**Run 1: metal 1**

Supply wires on this layer in gray.
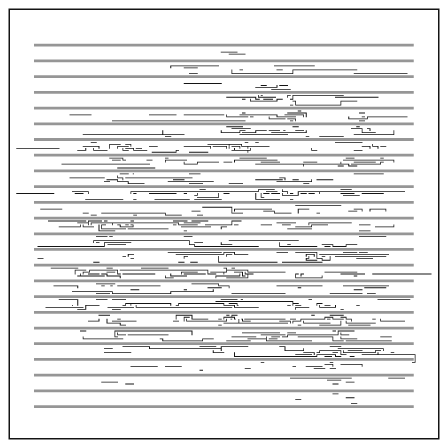
**Run 1: metal 2**

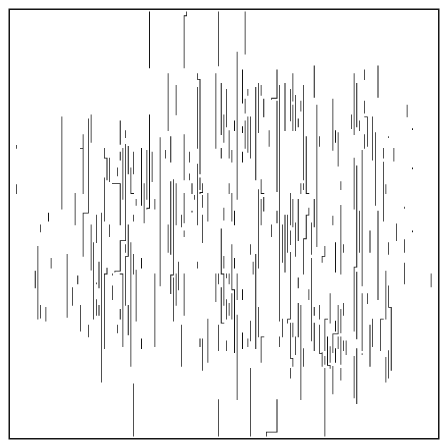
**Run 1: the metal 3 layer**

Scale bar: 20 microns. Cells faint in the background.
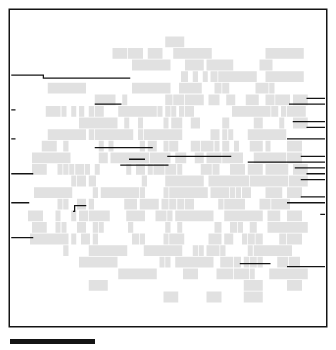
**Run 1: gate-type map**

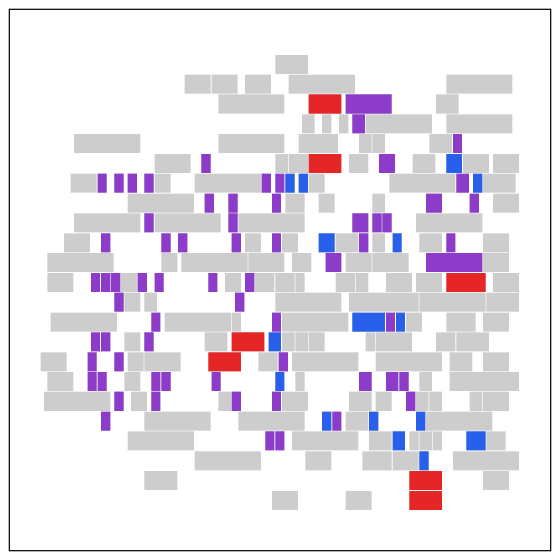
**config.mk**
```make
export PLATFORM = sky130hd
export DESIGN_NAME = sequence_generator
export DESIGN_NICKNAME = d
export VERILOG_FILES = /design/src/rtl/sequence_generator.sv
export SDC_FILE = /design/constraint.sdc
export NUM_CORES = 1
export LEC_CHECK = 0
export CAP_MARGIN = 15
export CORE_MARGIN = 4
export CORE_UTILIZATION = 39
export DETAILED_ROUTE_END_ITERATION = 6
export PLACE_DENSITY = 0.73
export SKIP_CTS_REPAIR_TIMING = 1
export SYNTH_ARGS = -nofsm -noshare
export SYNTH_HDL_FRONTEND = slang
export SYNTH_SLANG_ARGS = --single-unit
export TNS_END_PERCENT = 1
```
**constraint.sdc**
```tcl
create_clock -name clk_gate -period 2.1 [get_ports clk_gate]
set_clock_uncertainty 0.1 [all_clocks]
set_input_delay 0.42 -clock clk_gate [delete_from_list [all_inputs] [get_ports clk_gate]]
set_output_delay 0.42 -clock clk_gate [all_outputs]
set_load 0.01 [all_outputs]
```
**src/rtl/sequence_generator.sv**
```systemverilog
// rtl/sequence_generator.sv - serial pattern transmitter with repeat, idle gap and pattern counter
module sequence_generator #(
  parameter int WIDTH     = 6,
  parameter int CNT_WIDTH = 6,
  parameter int REP_WIDTH = 4,
  parameter int GAP_WIDTH = 3
) (
  input  logic                 clk_gate,
  input  logic                 i_resetn,
  input  logic                 i_start,
  input  logic                 i_abort,
  input  logic [WIDTH-1:0]     i_pattern,
  input  logic [REP_WIDTH-1:0] i_repeat,
  input  logic [GAP_WIDTH-1:0] i_gap,
  output logic                 o_ready,
  output logic                 o_data,
  output logic                 o_data_valid,
  output logic                 o_frame_last,
  output logic                 o_done,
  output logic [CNT_WIDTH-1:0] o_count,
  output logic                 o_count_end
);

  localparam int IDX_W = (WIDTH > 1) ? $clog2(WIDTH) : 1;
  localparam logic [IDX_W-1:0]     LAST_IDX = IDX_W'(WIDTH - 1);
  localparam logic [IDX_W-1:0]     IDX_ONE  = IDX_W'(1);
  localparam logic [CNT_WIDTH-1:0] CNT_ONE  = CNT_WIDTH'(1);
  localparam logic [REP_WIDTH-1:0] REP_ONE  = REP_WIDTH'(1);
  localparam logic [GAP_WIDTH-1:0] GAP_ONE  = GAP_WIDTH'(1);

  typedef enum logic [1:0] {
    S_IDLE  = 2'd0,
    S_SHIFT = 2'd1,
    S_GAP   = 2'd2,
    S_DONE  = 2'd3
  } state_t;

  state_t               state_q, state_d;
  logic [WIDTH-1:0]     shreg_q, shreg_d;
  logic [WIDTH-1:0]     pattern_q, pattern_d;
  logic [IDX_W-1:0]     bit_idx_q, bit_idx_d;
  logic [REP_WIDTH-1:0] rep_left_q, rep_left_d;
  logic [GAP_WIDTH-1:0] gap_q, gap_d;
  logic [GAP_WIDTH-1:0] gap_cnt_q, gap_cnt_d;
  logic [CNT_WIDTH-1:0] count_q, count_d;
  logic                 last_bit;

  assign last_bit = (state_q == S_SHIFT) && (bit_idx_q == LAST_IDX);

  // State and datapath registers; reset clears everything, abandoning any frame in flight.
  always_ff @(posedge clk_gate or negedge i_resetn) begin
    if (!i_resetn) begin
      state_q    <= S_IDLE;
      shreg_q    <= '0;
      pattern_q  <= '0;
      bit_idx_q  <= '0;
      rep_left_q <= '0;
      gap_q      <= '0;
      gap_cnt_q  <= '0;
      count_q    <= '0;
    end else begin
      state_q    <= state_d;
      shreg_q    <= shreg_d;
      pattern_q  <= pattern_d;
      bit_idx_q  <= bit_idx_d;
      rep_left_q <= rep_left_d;
      gap_q      <= gap_d;
      gap_cnt_q  <= gap_cnt_d;
      count_q    <= count_d;
    end
  end

  // Next-state logic: capture on accept, shift MSB-first, reload per repetition, honour abort.
  always_comb begin
    state_d    = state_q;
    shreg_d    = shreg_q;
    pattern_d  = pattern_q;
    bit_idx_d  = bit_idx_q;
    rep_left_d = rep_left_q;
    gap_d      = gap_q;
    gap_cnt_d  = gap_cnt_q;
    count_d    = count_q;
    case (state_q)
      S_IDLE: begin
        if (i_start) begin
          pattern_d  = i_pattern;
          shreg_d    = i_pattern;
          rep_left_d = i_repeat;
          gap_d      = i_gap;
          bit_idx_d  = '0;
          state_d    = S_SHIFT;
        end
      end
      S_SHIFT: begin
        shreg_d   = shreg_q << 1;
        bit_idx_d = bit_idx_q + IDX_ONE;
        if (last_bit) begin
          // A completed pattern is counted even if abort arrives on the same edge.
          count_d   = count_q + CNT_ONE;
          bit_idx_d = '0;
          shreg_d   = pattern_q;
          if (rep_left_q == '0) begin
            state_d = S_DONE;
          end else begin
            rep_left_d = rep_left_q - REP_ONE;
            if (gap_q == '0) begin
              state_d = S_SHIFT;
            end else begin
              state_d   = S_GAP;
              gap_cnt_d = gap_q;
            end
          end
        end
        if (i_abort) begin
          state_d = S_IDLE;
        end
      end
      S_GAP: begin
        gap_cnt_d = gap_cnt_q - GAP_ONE;
        if (gap_cnt_q == GAP_ONE) begin
          state_d = S_SHIFT;
        end
        if (i_abort) begin
          state_d = S_IDLE;
        end
      end
      S_DONE: begin
        state_d = S_IDLE;
      end
      default: begin
        state_d = S_IDLE;
      end
    endcase
  end

  assign o_ready      = (state_q == S_IDLE);
  assign o_data_valid = (state_q == S_SHIFT);
  assign o_data       = o_data_valid & shreg_q[WIDTH-1];
  assign o_frame_last = last_bit;
  assign o_done       = (state_q == S_DONE);
  assign o_count      = count_q;
  assign o_count_end  = &count_q;

endmodule
```
==> run notes, run 1 <==
## Hold path
- worst hold path class: register to register
- Hold Path End: pattern_q[1]

## Setup path
- CP Cell Sequence: buf_4 > and2_1 > clkdlybuf4s50_1
- kind of start point of the critical path: register
- Critical path destination: o_done
- CP Class: register to primary output

## Synth
- Syn Area/Cell: 9.16 sq um
- Post-synth area hogs: sky130_fd_sc_hd__dfrtp_1 48%, sky130_fd_sc_hd__nand2_1 12%, sky130_fd_sc_hd__ha_1 5.1%, sky130_fd_sc_hd__nor2_1 2.2%, sky130_fd_sc_hd__a21oi_1 2.1%
- number of flops mapped to enable cells by yosys: 0
- ys flop type: sky130_fd_sc_hd__dfrtp_1
- number of instances in the synthesized netlist: 186
- flop and latch count out of synthesis: 33
- post-synthesis cell type with the largest combined area: sky130_fd_sc_hd__dfrtp_1
- netlist area before placement: 1700 sq um

## Run status
- result of the run: completed

## Power and ir drop
- overall power after layout: 2.36 mW
- leakage power summed over all cells: 1.08 nW

## Die
- I/O pin total: 29
- vertical extent of the die: 74.1 microns
- die area: 5490 sq um

## Timing
- Highest Clock Rate: 504 MHz
- RSZ-0062 raised after global routing: no

## Clocking
- clock tree from TritonCTS: yes
- CTS clock-pin slew for the worst setup and hold paths: 0.07 ns

## Run
- max-cap check violation count: 0

## Picture notes: 'metal 1'
The layer holds 47% of the routed length. 210 nets have wire on it. The layer carries 1,660 microns of wire. The longest straight run is 23.0 microns. The wires run mostly horizontal.

## Picture notes: 'metal 2'
The layer holds 47% of the routed length. The longest straight run is 40.8 microns.

## Picture notes: 'the metal 3 layer'
The layer carries 198 microns of wire. The longest straight run is 20.2 microns.

## Picture notes: 'gate-type map'
Key: blue = NOR gates [cells 16, most used nor2_1]; red = adder and majority cells [cells 7, most used ha_1]; purple = NAND gates [cells 66, most used nand2_1]

run 1: state kept, by name, summed over array words and instances, names as in the netlist:
name and cells:
gap_cnt_q 3, rep_left_q 4, pattern_q 6, shreg_q 6
o_count 6, gap_q 3, bit_idx_q 3, state_q 2
run 1: report_power, final:
group | switching [mW] | leakage (nW) | internal [mW]
clock network | 0.229 | 0.0450 | 0.230
registers | 0.190 | 0.412 | 0.864
logic | 0.440 | 0.619 | 0.404
run 1: per-layer routing:
| layer | vias to the layer above | global-route usage | wire (microns) |
|---|---|---|---|
| li1 | 695 | - | - |
| met1 | 633 | 0.181 | 1660 |
| met2 | 32 | 0.248 | 1690 |
| met3 | 2 | 0.0378 | 197 |
| met4 | 0 | 0.0503 | 19 |
| met5 | - | 0 | 0 |
run 1: layout make-up:
cell class	count	area, sq um	share of cell area
Sequential cell	33	828	0.384
Timing Repair Buffer	35	345	0.160
Inverter	7	26.3	0.0122
Tap cell	50	62.6	0.0290
Clock inverter	2	10.0	0.00464
Multi-Input combinational cell	138	812	0.376
Clock buffer	6	72.6	0.0336
run 1: per-stage QoR:
step           instance area (sq um)  setup TNS (ns)  utilization  hold slack, ns
2_1_floorplan                   1700               0            -          0.0244
3_3_place_gp                    2060               0        0.500           0.360
3_5_place_dp                    2060               0        0.500           0.366
4_1_cts                         2140          -0.365        0.520           0.382
5_1_grt                         2160               0        0.524           0.408
6_report                        2160               0        0.524           0.379
run 1: cell families (layout without fill, tap and decap cells):
logic type	count (synthesis)	in the layout	share of synthesized area
AND/OR/NAND/NOR	95	95	0.272
flip-flops	33	33	0.485
AND-OR/OR-AND	28	28	0.108
buffers and inverters	15	50	0.0404
adder cells (fa/ha/maj)	7	7	0.0514
XOR/XNOR	6	6	0.0308
multiplexers	2	2	0.0125
==> run 2, diff against run 1 <==
--- a/config.mk
+++ b/config.mk
@@ -11,6 +11,7 @@
 export DETAILED_ROUTE_END_ITERATION = 6
 export PLACE_DENSITY = 0.73
 export SKIP_CTS_REPAIR_TIMING = 1
+export SKIP_LAST_GASP = 1
 export SYNTH_ARGS = -nofsm -noshare
 export SYNTH_HDL_FRONTEND = slang
 export SYNTH_SLANG_ARGS = --single-unit
==> run notes, run 2 <==
## Run status
- result of the run: finished with violations
- violated checks: negative setup slack

## Run
- max-cap check violation count: 0

## Power and ir drop
- clock group total power: 0.454 mW
- Seq group: 1.05 mW
- group drawing the most power: sequential cells
- overall power after layout: 2.35 mW
- switching power: 0.855 mW
- fraction of power spent switching nets: 0.363

## Timing
- setup slack after layout: -0.0588 ns
- final setup vio count: 3
- Highest Clock Rate: 463 MHz

## Global routing
- met1 Use GR: 0.181
- global route hottest layer: met2

## Clocking
- clock tree from TritonCTS: yes
- CTS clock-pin slew for the worst setup and hold paths: 0.07 ns

## Synth
- number of instances in the synthesized netlist: 186
- netlist area before placement: 1700 sq um

## Hold path
- worst hold path class: register to register

## Die
- die area: 5490 sq um
- I/O pin total: 29

## run 2: cell counts after synthesis
No cell type changed its count.
## run 2: stage by stage
step / hold WS (ns) / setup WS [ns] / TNS, ns
6_report: 0.379 / -0.0588 / -0.141
5_1_grt: 0.408 / -0.172 / -0.515
4_1_cts: 0.382 / -0.162 / -0.365
3_5_place_dp: 0.366 / 0.103 / 0
3_3_place_gp: 0.360 / 0.139 / 0
2_1_floorplan: 0.0244 / 0.422 / 0
## run 2: layout make-up
class                           instances  area, sq um
Timing Repair Buffer                   35          335
Clock inverter                          2         10.0
Multi-Input combinational cell        138          810
Clock buffer                            6         72.6
Inverter                                7         26.3
Sequential cell                        33          826
Tap cell                               50         62.6
Fill cell                             394         1970
## run 2: cell families after synthesis
family	count (synthesis)	share of synthesized area
simple gates	95	0.272
compound gates	28	0.108
flops	33	0.485
xor+xnor	6	0.0308
fa+ha+maj	7	0.0514
mux	2	0.0125
buf+inv	15	0.0404
## run 2: worst paths after layout
| path | start | endpoint | slack, ns | cells after the start |
|---|---|---|---|---|
| max | o_count[0] | o_count_end | -0.06 | 4 |
| max in group asynchronous | i_resetn | pattern_q[3] | 1.15 | 2 |
| min in group asynchronous | i_resetn | rep_left_q[2] | 0.45 | 2 |
| min reg2reg | pattern_q[1] | pattern_q[1] | 0.38 | 2 |
| min | pattern_q[1] | pattern_q[1] | 0.38 | 2 |
| max reg2reg | rep_left_q[0] | gap_cnt_q[0] | 0.27 | 6 |
## run 2: routing by layer
layer | vias to the layer above | share of wire
met5 | - | 0
met2 | 32 | 0.47
met1 | 634 | 0.47
met3 | 2 | 0.052
met4 | 0 | 0.0054
li1 | 694 | -
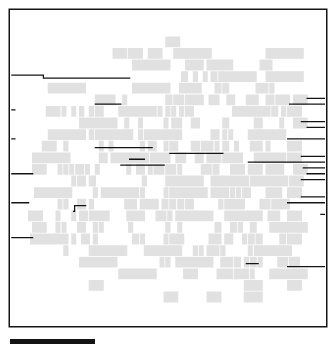
**Above:** run 2 (the metal 3 layer).
Scale bar: 20 microns. Cells faint in the background.
24 nets have wire on it. The layer holds 5.3% of the routed length.

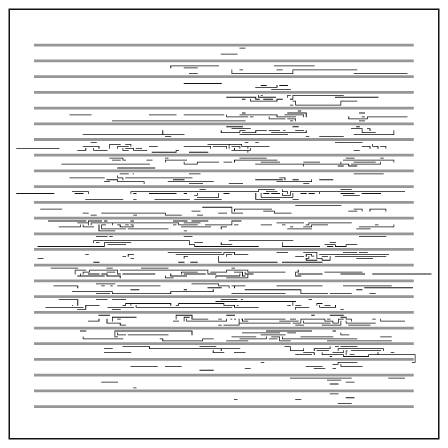
**Above:** run 2 (metal 1).
Supply wires on this layer in gray.
The wires run mostly horizontal. 209 nets have wire on it.

==> run 3, diff against run 2 <==
--- a/config.mk
+++ b/config.mk
@@ -6,6 +6,7 @@
 export NUM_CORES = 1
 export LEC_CHECK = 0
 export CAP_MARGIN = 15
+export CORE_ASPECT_RATIO = 1.75
 export CORE_MARGIN = 4
 export CORE_UTILIZATION = 39
 export DETAILED_ROUTE_END_ITERATION = 6
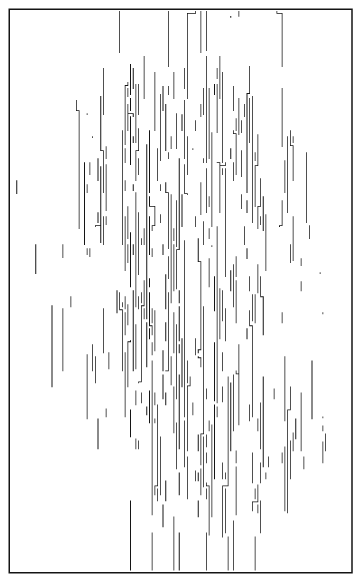
**Above:** run 3 (metal 2).
The layer holds 54% of the routed length. 202 nets have wire on it. The longest straight run is 29.9 microns. The layer carries 1,880 microns of wire. The wires run mostly vertical.

==> run notes, run 3 <==
## Run status
- result of the run: finished with violations
- violated checks: negative setup slack

## Synth
- number of instances in the synthesized netlist: 186
- cells in synth_stat.txt: 186
- post-synthesis cell type with the largest combined area: sky130_fd_sc_hd__dfrtp_1
- Post-synth area hogs: sky130_fd_sc_hd__dfrtp_1 48%, sky130_fd_sc_hd__nand2_1 12%, sky130_fd_sc_hd__ha_1 5.1%, sky130_fd_sc_hd__nor2_1 2.2%, sky130_fd_sc_hd__a21oi_1 2.1%
- Async SR Flop Fraction: 1.00
- ys flop type: sky130_fd_sc_hd__dfrtp_1
- number of flops mapped to enable cells by yosys: 0
- netlist area before placement: 1700 sq um
- flop and latch count out of synthesis: 33
- Syn Area/Cell: 9.16 sq um

## Setup path
- kind of start point of the critical path: register
- CP Cell Sequence: nand2b_1 > inv_1 > buf_4 > clkdlybuf4s50_1

## Drt
- number of vias per cell after detailed routing: 5.16
- antenna violation net count after detailed routing: 0
- DRC violations left: 0
- Pre-Repair DR Iteration Count: 4

## Hold path
- worst hold path class: register to register

## Power and ir drop
- part of the power in registers: 0.443
- part of the total power dissipated in combinational logic: 0.357
- overall power after layout: 2.37 mW
- leakage power summed over all cells: 1.03 nW
- fraction of power spent switching nets: 0.353
- internal power contribution: 1.53 mW
- clock network fraction of total power: 0.200
- switching power: 0.835 mW

## Die
- vertical extent of the die: 95.4 microns
- die area: 5530 sq um
- I/O pin total: 29

## Final layout
- final core utilization: 0.514
- number of nets in the final layout: 245
- total non-filler cell area in the finished layout: 2150 sq um

## Timing
- final setup vio count: 3
- setup slack after layout: -0.0824 ns
- RSZ-0062 raised after global routing: yes
- Highest Clock Rate: 458 MHz

## Global routing
- largest net degree at the start of global routing: 34
- leftover overflow at the end of global routing: 0

## Place
- DP Worst Slack: 0.151 ns
- DP Wirelength: 2600 microns
- placed cell area: 2060 sq um

## Clocking
- clock tree from TritonCTS: yes
- CTS clock-pin slew for the worst setup and hold paths: 0.06 ns

## Run
- warning total across the stage logs: 30
- max-cap check violation count: 0

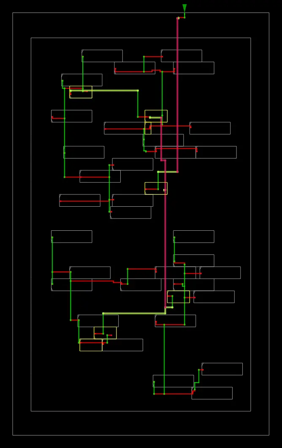
**Above:** run 3 (clock wiring as the flow saved it).
clock sink count: 33
clk_lat worst skew: 0.28 ns

==> run 3: cell counts after synthesis <==
No cell type changed its count.
==> run 3: stage by stage <==
step	hold WS (ns)	setup TNS, ns
floorplan	0.0244	0
global placement	0.358	0
detailed placement	0.362	0
CTS	0.378	-0.444
global route	0.404	-0.623
finish	0.374	-0.235
==> run 3: final timing paths <==
path	startpoint	end	slack, ns	cells past startpoint
worst min register to register	pattern_q[2]	pattern_q[2]	0.37	2
worst max-delay path	state_q[0]	o_data_valid	-0.08	4
max in group asynchronous	i_resetn	rep_left_q[1]	1.15	2
worst max register to register	rep_left_q[0]	gap_cnt_q[0]	0.29	6
min in group asynchronous	i_resetn	gap_q[1]	0.43	2
worst min-delay path	pattern_q[2]	pattern_q[2]	0.37	2
==> run 3: area by class of cell <==
type,instances,area (sq um)
tap,49,61.3
inverter,7,26.3
fill,409,2040
clock buffer,7,86.3
sequential,33,826
timing repair buffer,36,343
multi-input combinational,138,810
==> run 3: power by group through the flow <==
stage | logic [mW] | clock network, mW | registers, mW
after floorplan | 0.585 | 0 | 1.02
final | 0.845 | 0.475 | 1.05
after global routing | 0.971 | 0.521 | 1.08
after CTS | 0.863 | 0.491 | 1.05
after detailed placement | 0.856 | 0 | 1.06
after global placement | 0.837 | 0 | 1.06
==> run 3: cells by family after synthesis <==
logic type      synth area share
xor+xnor                  0.0308
buf+inv                   0.0404
flops                      0.485
compound gates             0.108
fa+ha+maj                 0.0514
simple gates               0.272
mux                       0.0125
==> run 3: layer usage <==
layer	vias to the layer above	GRT usage	routed length, microns
met1	673	0.154	1410
met5	-	0	0
li1	693	-	-
met3	5	0.0339	121
met4	0	0.0696	78
met2	22	0.258	1880
Power and IR drop assume default switching activity.
